**config.mk**
```make
export PLATFORM = sky130hd
export DESIGN_NAME = riscv_wb
export DESIGN_NICKNAME = d
export VERILOG_FILES = /design/src/rtl/riscv_wb.sv
export SDC_FILE = /design/constraint.sdc
export NUM_CORES = 2
export LEC_CHECK = 0
export ABC_AREA = 1
export CAP_MARGIN = 20
export CORE_MARGIN = 2
export CORE_UTILIZATION = 30
export CTS_CLUSTER_DIAMETER = 150
export DETAILED_ROUTE_END_ITERATION = 8
export PLACE_DENSITY_LB_ADDON = 0.1
export REMOVE_ABC_BUFFERS = 1
export SYNTH_ARGS = -nofsm -noshare
export SYNTH_HDL_FRONTEND = slang
export SYNTH_SLANG_ARGS = --single-unit
```
**constraint.sdc**
```tcl
create_clock -name clk -period 2.6 [get_ports clk]
set_input_delay 0.52 -clock clk [delete_from_list [all_inputs] [get_ports clk]]
set_output_delay 0.52 -clock clk [all_outputs]
set_load 0.02 [all_outputs]
```
**src/rtl/riscv_wb.sv**
```systemverilog
// riscv_wb: write-back stage holding one mem_wb result and committing it to the register file; define RISCV_WB_BYPASS_EN to forward the committing result to rs1/rs2
module riscv_wb #(
  parameter int RF_DEPTH = 32,
  parameter int XLEN = 32,
  parameter int CNT_W = 32,
  localparam int AW = $clog2(RF_DEPTH)
) (
  input  logic             clk,
  input  logic             rstn,
  input  logic             mem_wb_rdy,
  output logic             mem_wb_ack,
  input  logic [XLEN-1:0]  mem_wb_data,
  input  logic [AW-1:0]    mem_wb_rd,
  input  logic             wb_stall,
  input  logic [AW-1:0]    rs1_addr,
  output logic [XLEN-1:0]  rs1_data,
  input  logic [AW-1:0]    rs2_addr,
  output logic [XLEN-1:0]  rs2_data,
  output logic             wb_busy,
  output logic [CNT_W-1:0] retire_cnt
);
  typedef enum logic {EMPTY, FULL} state_t;
  state_t state_q, state_d;
  logic [AW-1:0] wb_rd_q, wb_rd_d;
  logic [XLEN-1:0] wb_data_q, wb_data_d;
  logic [XLEN-1:0] rf_q [1:RF_DEPTH-1];
  logic [XLEN-1:0] rf_d [1:RF_DEPTH-1];
  logic [CNT_W-1:0] retire_cnt_q, retire_cnt_d;
  logic wb_vld, accept, commit;
  always_comb begin
    wb_vld = state_q == FULL;
    mem_wb_ack = !wb_vld || !wb_stall;
    accept = mem_wb_rdy && mem_wb_ack;
    commit = wb_vld && !wb_stall;
    state_d = accept ? FULL : commit ? EMPTY : state_q;
    wb_rd_d = accept ? mem_wb_rd : wb_rd_q;
    wb_data_d = accept ? mem_wb_data : wb_data_q;
    retire_cnt_d = retire_cnt_q + CNT_W'(commit);
    rf_d = rf_q;
    if (commit && wb_rd_q != '0) rf_d[wb_rd_q] = wb_data_q;
  end
  always_comb begin
`ifdef RISCV_WB_BYPASS_EN
    rs1_data = rs1_addr == '0 ? '0 : (commit && rs1_addr == wb_rd_q) ? wb_data_q : rf_q[rs1_addr];
    rs2_data = rs2_addr == '0 ? '0 : (commit && rs2_addr == wb_rd_q) ? wb_data_q : rf_q[rs2_addr];
`else
    rs1_data = rs1_addr == '0 ? '0 : rf_q[rs1_addr];
    rs2_data = rs2_addr == '0 ? '0 : rf_q[rs2_addr];
`endif
  end
  always_ff @(posedge clk or negedge rstn) begin
    if (!rstn) begin
      state_q <= EMPTY;
      wb_rd_q <= '0;
      wb_data_q <= '0;
      retire_cnt_q <= '0;
      for (int i = 1; i < RF_DEPTH; i++) rf_q[i] <= '0;
    end else begin
      state_q <= state_d;
      wb_rd_q <= wb_rd_d;
      wb_data_q <= wb_data_d;
      retire_cnt_q <= retire_cnt_d;
      rf_q <= rf_d;
    end
  end
  assign wb_busy = wb_vld;
  assign retire_cnt = retire_cnt_q;
endmodule

```
### Wiring by layer

Drawn at 1 px/um.
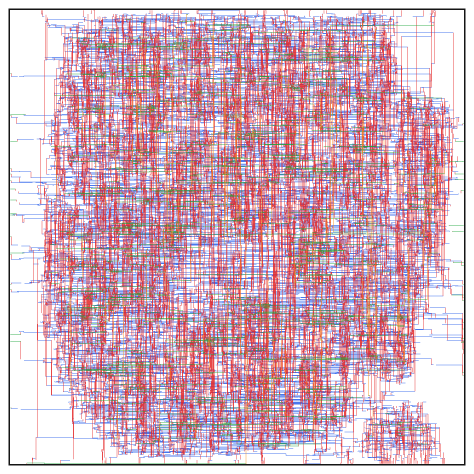
met3 -> green  # wire length 16900 um
met2 -> red  # wire length 129 mm
met1 -> blue  # wire length 127 mm
met4 -> orange  # wire length 8350 um
aggregate global-route resource usage: 0.268
post-DR wirelength/cell: 22.9 um
vias: 62300
WL final: 282000 um

### The metal 3 layer

Drawn at 1 px/um. Cells faint in the background.
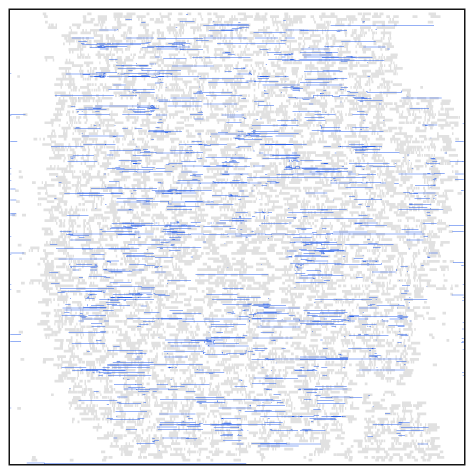
main direction = horizontal
share of all routed wire = 6.0%
longest straight run = 202 um
met3 GRT Util: 0.0318

### The metal 2 layer

Drawn at 1 px/um.
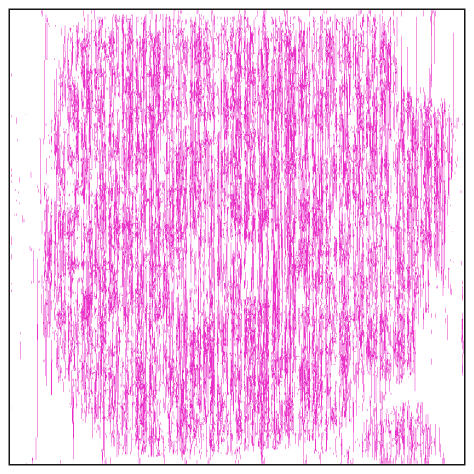
nets with wire on the layer = 6772
main direction = vertical
longest straight run = 120 um
share of all routed wire = 46%
met2 track demand over resource: 0.432

### Supply network

Pins as bars on the die edge. Tap cells in gray.
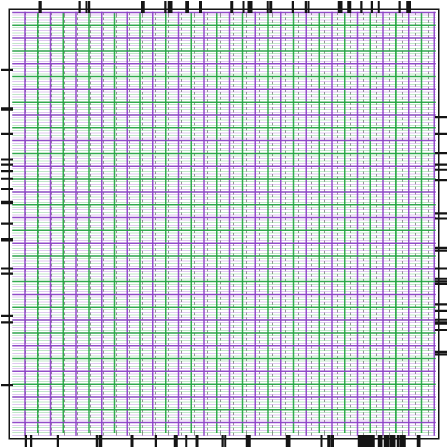
VDD -> green
VSS -> purple
met5 straps = 33
met1 rails = 166
tap cells = 2672
met4 straps = 33
Max VDD drop: 0.000619 V
core area: 202000 sq um
DIE WIDTH: 454 um

## repair_timing
action | in CTS | in global routing
pin swaps | 71 | 171
resized | 502 | 298
buffers inserted | 58 | 56
hold buffers | 1 | 0
endpoints found under the setup margin | 64 | 64
endpoints found under the hold margin | 8 | 0
cloned | 10 | 17
## stage by stage
stage / hold slack (ns) / total power, mW / instances / setup slack (ns)
floorplan: 0.224 / 36.9 / 8511 / -10.11
global placement: 0.466 / 43.5 / 11900 / -0.578
detailed placement: 0.463 / 43.8 / 11900 / -0.528
CTS: 0.201 / 64.6 / 12200 / -0.0818
global route: 0.235 / 69.6 / 12300 / -0.116
finish: 0.247 / 65.0 / 12300 / -0.0505
## flip-flops by register name, summed over array words and instances, names as in the netlist
signal / count
wb_busy: 1
wb_data_q: 32
wb_rd_q: 5
rf_q: 992
retire_cnt: 32
==> flow_summary.json <==
{
  "final_layout_top_logic_cells": "3597 x nand2_1, 1121 x nand3_1, 1062 x dfrtp_1",
  "top_cells_by_count": "3765 x nand2_1, 1211 x nand3_1, 1062 x dfrtp_1",
  "num-nets-final": 9566,
  "pwr-share-clk": 0.308,
  "routed.top_layer": "met4",
  "grt_pass1_vias": 59400,
  "num-nonclk-buffers": 862,
  "gp_congestion": 0.850,
  "route.met3.wl_um": 16900,
  "crit_buf_inv": 8,
  "setup_viol": 8,
  "p_int_mw": 41.7,
  "ys_area_sq_um": 60800,
  "grt-ovfl-total": 0,
  "clk_share": 0.0586,
  "end_kind": "output port",
  "power.density_nw_per_um2": 826,
  "floorplan.core_util": 0.301,
  "largest_class": "combinational gates",
  "flops": 1062,
  "cpLargestDelayFamily": "buffers and inverters",
  "busiest_layer": "met2",
  "synthCells": 9209,
  "seq_share": 0.338,
  "aoi_share": 0.101,
  "max_freq_mhz": 377,
  "violations": "setup timing",
  "use_met1": 0.374,
  "period_used_share": 1.02,
  "rsz0062_at_grt": "yes",
  "syn-mean-instance-area_sq_um": 6.60,
  "yosys.cell_types.count": 27,
  "grt_antenna_before_repair": 2,
  "place_area_sq_um": 70800,
  "warnings": 29,
  "htree_levels": 4,
  "final.setup.worst_slack_ns": -0.0505,
  "max_stage_delay_ns": 0.20,
  "rows": 165,
  "most_common_cell": "nand2_1",
  "cap_violations": 0,
  "critical_path.max_fanout": 8,
  "async_flop_share": 1.00,
  "top_cell_area_share": 0.437,
  "drc": 0,
  "cp-startpoint": "rs1_addr[0]",
  "yosys_cells": 9209,
  "hold_path_class": "primary input to asynchronous set/reset pin",
  "cp.required_ns": 2.08,
  "num-nonclk-inverters": 936,
  "p_seq_frac": 0.405,
  "run_status": "finished, violations left",
  "reg2reg_slack_ns": 0.53,
  "synthTopLogicFamily": "simple AND/OR/NAND/NOR gates",
  "top_power_group": "sequential cells",
  "yosys.area.top_type": "dfrtp_1",
  "clock_buffers": 190,
  "comb_area_sq_um": 29200,
  "stdcell_area_sq_um": 78600,
  "drt-pass1-iter-count": 8,
  "ys.flops": 1062,
  "cts.sinks": 1062,
  "netSwitchingFraction": 0.359,
  "yosysWarnings": 0,
  "final_common_cell": "nand2_1",
  "hold_violations": 0,
  "tightest_slew_ns": 1.02,
  "drive_above_1_share": 0.143,
  "ff_type": "dfrtp_1",
  "cp-start-kind": "primary input",
  "seq_area_sq_um": 26600,
  "avgViaCountPerCell": 5.07,
  "power.leakage_nw": 39.4,
  "seq_cell_power_mw": 26.3
}
Power and IR drop assume default switching activity.
